$ cat config.mk
export PLATFORM = sky130hd
export DESIGN_NAME = hex_display_scanner
export DESIGN_NICKNAME = d
export VERILOG_FILES = /design/src/rtl/hex_display_pkg.sv /design/src/rtl/hex7seg_decoder.sv /design/src/rtl/hex_display_scanner.sv
export SDC_FILE = /design/constraint.sdc
export NUM_CORES = 1
export LEC_CHECK = 0
export CELL_PAD_IN_SITES_DETAIL_PLACEMENT = 1
export CELL_PAD_IN_SITES_GLOBAL_PLACEMENT = 2
export CORE_MARGIN = 4
export CORE_UTILIZATION = 32
export CTS_BUF_LIST = sky130_fd_sc_hd__clkbuf_16
export DETAILED_ROUTE_END_ITERATION = 8
export PLACE_DENSITY_LB_ADDON = 0.1
export SETUP_SLACK_MARGIN = 0.2
export SLEW_MARGIN = 20
export SYNTH_ARGS = -nofsm -noshare
export SYNTH_HDL_FRONTEND = slang
export SYNTH_SLANG_ARGS = --single-unit
$ cat constraint.sdc
create_clock -name clk -period 3.64 [get_ports clk]
set_input_delay 1.092 -clock clk [delete_from_list [all_inputs] [get_ports clk]]
set_output_delay 1.092 -clock clk [all_outputs]
set_load 0.005 [all_outputs]
$ cat src/rtl/hex_display_pkg.sv
// Shared constants for the hex display scanner: segment bit positions,
// the dark pattern and the nibble-to-segment table (active-high form).
package hex_display_pkg;

  localparam int SEG_A = 0;
  localparam int SEG_B = 1;
  localparam int SEG_C = 2;
  localparam int SEG_D = 3;
  localparam int SEG_E = 4;
  localparam int SEG_F = 5;
  localparam int SEG_G = 6;

  localparam logic [6:0] SEG_DARK = 7'h00;

  // Index 15 is leftmost: F E d C b A 9 8 7 6 5 4 3 2 1 0
  localparam logic [15:0][6:0] SEG_TABLE = {
    7'h71, 7'h79, 7'h5E, 7'h39, 7'h7C, 7'h77, 7'h6F, 7'h7F,
    7'h07, 7'h7D, 7'h6D, 7'h66, 7'h4F, 7'h5B, 7'h06, 7'h3F
  };

endpackage

$ cat src/rtl/hex7seg_decoder.sv
// Combinational nibble-to-segment decoder, active-high output
// (bit 0 = segment a ... bit 6 = segment g).
module hex7seg_decoder
  import hex_display_pkg::*;
(
  input  logic [3:0] nibble,
  output logic [6:0] seg
);

  assign seg = SEG_TABLE[nibble];

endmodule

$ cat src/rtl/hex_display_scanner.sv
// Multiplexed multi-digit hex display driver with frame-synchronous update,
// leading-zero blanking and whole-display blinking.
module hex_display_scanner
  import hex_display_pkg::*;
#(
  parameter int NUM_DIGITS     = 8,
  parameter int CLK_DIV        = 50000,
  parameter int BLINK_FRAMES   = 64,
  parameter bit SEG_ACTIVE_LOW = 1'b1
) (
  input  logic                    clk,
  input  logic                    rst_n,
  input  logic                    load,
  input  logic [4*NUM_DIGITS-1:0] data_in,
  input  logic                    blank_lz,
  input  logic                    blink_en,
  output logic [6:0]              seg,
  output logic [NUM_DIGITS-1:0]   dig_en,
  output logic                    frame_done,
  output logic                    pending
);

  localparam int PW = (CLK_DIV > 1) ? $clog2(CLK_DIV) : 1;
  localparam int IW = (NUM_DIGITS > 1) ? $clog2(NUM_DIGITS) : 1;
  localparam int FW = (BLINK_FRAMES > 1) ? $clog2(BLINK_FRAMES) : 1;
  localparam int DW = 4 * NUM_DIGITS;

  logic [PW-1:0]         presc, presc_nxt;
  logic [IW-1:0]         idx, idx_nxt;
  logic [FW-1:0]         fcnt, fcnt_nxt;
  logic                  phase, phase_nxt;
  logic [DW-1:0]         disp, disp_nxt;
  logic [DW-1:0]         shadow, shadow_nxt;
  logic                  pending_nxt;
  logic                  tick, wrap;
  logic                  lz_run, lz_dark;
  logic [3:0]            nib;
  logic [6:0]            dec_seg, seg_lit, seg_nxt;
  logic [NUM_DIGITS-1:0] dig_nxt;

  always_comb begin
    tick      = (presc == PW'(CLK_DIV - 1));
    wrap      = tick && (idx == IW'(NUM_DIGITS - 1));
    presc_nxt = tick ? '0 : presc + PW'(1);

    idx_nxt = idx;
    if (wrap)
      idx_nxt = '0;
    else if (tick)
      idx_nxt = idx + IW'(1);

    // A load coinciding with the wrap bypasses the shadow entirely.
    shadow_nxt  = load ? data_in : shadow;
    disp_nxt    = disp;
    pending_nxt = pending;
    if (load) begin
      pending_nxt = !wrap;
      if (wrap)
        disp_nxt = data_in;
    end else if (wrap) begin
      pending_nxt = 1'b0;
      if (pending)
        disp_nxt = shadow;
    end

    fcnt_nxt  = fcnt;
    phase_nxt = phase;
    if (!blink_en) begin
      fcnt_nxt  = '0;
      phase_nxt = 1'b1;
    end else if (wrap) begin
      if (fcnt == FW'(BLINK_FRAMES - 1)) begin
        fcnt_nxt  = '0;
        phase_nxt = !phase;
      end else begin
        fcnt_nxt = fcnt + FW'(1);
      end
    end
  end

  // Walk from the most significant digit down so lz_run tracks "all zero so far".
  always_comb begin
    lz_run  = 1'b1;
    lz_dark = 1'b0;
    nib     = 4'h0;
    dig_nxt = '0;
    for (int k = NUM_DIGITS - 1; k >= 0; k--) begin
      lz_run = lz_run && (disp_nxt[4*k +: 4] == 4'h0);
      if (idx_nxt == IW'(k)) begin
        nib     = disp_nxt[4*k +: 4];
        lz_dark = lz_run && (k != 0);
      end
      dig_nxt[k] = (idx_nxt == IW'(k));
    end
  end

  hex7seg_decoder u_dec (
    .nibble (nib),
    .seg    (dec_seg)
  );

  always_comb begin
    seg_lit = ((blank_lz && lz_dark) || (blink_en && !phase_nxt)) ? SEG_DARK : dec_seg;
    seg_nxt = SEG_ACTIVE_LOW ? ~seg_lit : seg_lit;
  end

  always_ff @(posedge clk) begin
    if (!rst_n) begin
      presc      <= '0;
      idx        <= '0;
      fcnt       <= '0;
      phase      <= 1'b1;
      disp       <= '0;
      shadow     <= '0;
      pending    <= 1'b0;
      frame_done <= 1'b0;
      dig_en     <= NUM_DIGITS'(1);
      seg        <= SEG_ACTIVE_LOW ? ~SEG_DARK : SEG_DARK;
    end else begin
      presc      <= presc_nxt;
      idx        <= idx_nxt;
      fcnt       <= fcnt_nxt;
      phase      <= phase_nxt;
      disp       <= disp_nxt;
      shadow     <= shadow_nxt;
      pending    <= pending_nxt;
      frame_done <= wrap;
      dig_en     <= dig_nxt;
      seg        <= seg_nxt;
    end
  end

endmodule

Figure 1. Where the registers sit.
Bar = 50 um.
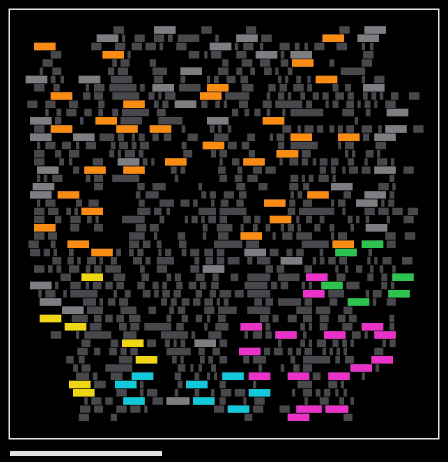
colour	signal	sequential cells
green	fcnt	6
cyan	dig_en	8
magenta	presc	16
orange	disp	32
yellow	seg	7

Figure 2. Clock wiring as the flow saved it.
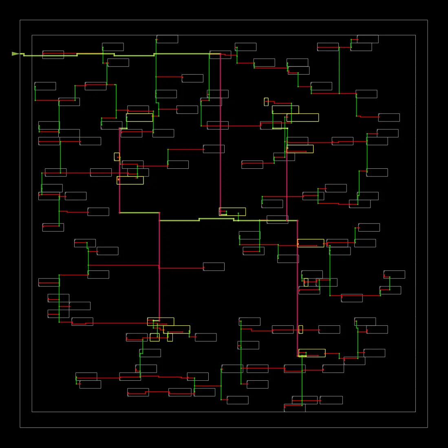
clock buffers: 9
Worst-Skew Late Latency: 0.37 ns

Figure 3. Wire density map.
The die is cut into 28 by 28 equal tiles; dark purple is low, yellow is high, scaled to the fullest tile. Values are wire area over tile area, all layers added.
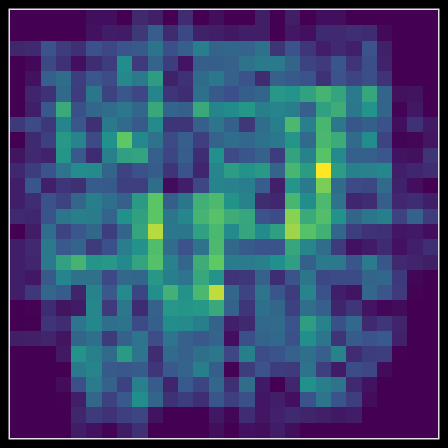
mean over tiles	0.15
nearly empty tiles	16%
emptiest ninth of the die	bottom right
fullest tile	0.61
densest ninth of the die	middle
tiles over half the peak	12%

==> qor.yml <==
run_status: "completed"
largest_registers: "disp (32), shadow (32), presc (16)"
top_cells_by_count: "sky130_fd_sc_hd__dfxtp_1, sky130_fd_sc_hd__nor2_1, sky130_fd_sc_hd__nand2_1"
drive_above_1_share_pct: 22.22
top_layout_cells: "sky130_fd_sc_hd__dfxtp_1, sky130_fd_sc_hd__nor2_1, sky130_fd_sc_hd__buf_4, sky130_fd_sc_hd__clkdlybuf4s50_1, sky130_fd_sc_hd__nand2_1"
timing.critical_path.slowest_cell_delay_ns: 0.55
final_report_setup_violation_count: 0
sh_seq_area_pct: 28.19
seq_cells: 107
grt_first_pass_wirelength_mm: 31.26
grt_start_max_net_pins: 66
yosys_area_um2: 5682
clock_sink_count: 107
area_share_nonclk_buffers_pct: 16.93
core_util_floorplan_pct: 32.74
power.density_cell_area_nw_per_um2: 317.7
dieHeight_um: 141.3
holdCritStartpoint: "presc[0]$_SDFF_PP0_"
timing.critical_path.slowest_stage_cell: "sky130_fd_sc_hd__or4b_4"
post_cts.resized_instances: 17
layout.area.comb_um2: 3543
synth.comb.largest_family: "simple AND/OR/NAND/NOR gates"
timing_hold_violations_final: 0
routed.top_layer: "met4"
comb-power_w: 0.000201
setup.worst_path.end_class: "register"
p_switching_w: 0.0005991
combPwrFrac_pct: 8.3
post_synth_tally_of_flip_flops_with_integrated_enable: 0
power.sequential.total_w: 0.00122
cp-startpoint: "presc[11]$_SDFF_PP0_"
final_cells: 999
required_ns: 3.86
post_synth_inst_count: 666
part_of_the_power_in_the_clock_network_pct: 41.4
cts_buffers: 9
slew_headroom_pct: 49.17
area_fraction_in_mux_cells_pct: 8.809
worstSetupStartpointType: "register"
finClkSkew_ns: 0.01485
holdPathStages: 1
nMultiInputCombCells: 497
synth_compound_gate_area_share_pct: 18.52
crit_path_cell_trace: "or4b_4 -> buf_8 -> nor4_4 -> buf_4 -> buf_12 -> mux2i_4 -> nand2_2 -> a22oi_2 -> o2111ai_2 -> o211a_1 -> buf_4 -> ha_2 -> inv_1 -> nor2_2 -> a21oi_1 -> o221ai_1"
layout.nets: 817
grt.met2_usage_pct: 32.63
worst_setup_path_type: "reg -> reg"
grt_use_met3_pct: 2.899
groute.layer.met1.usage_pct: 26.38
cts_root_buffer: "sky130_fd_sc_hd__clkbuf_16"
top_cell: "sky130_fd_sc_hd__dfxtp_1"
warnings: 34
reg2reg_slack_ns: 0.21
final_critical_path_setup_slack_ns: 0.2075
total_routed_length_mm: 19.70
biggestCellCategory: "combinational gates"
preCtsSetupSlack_ns: -0.03394
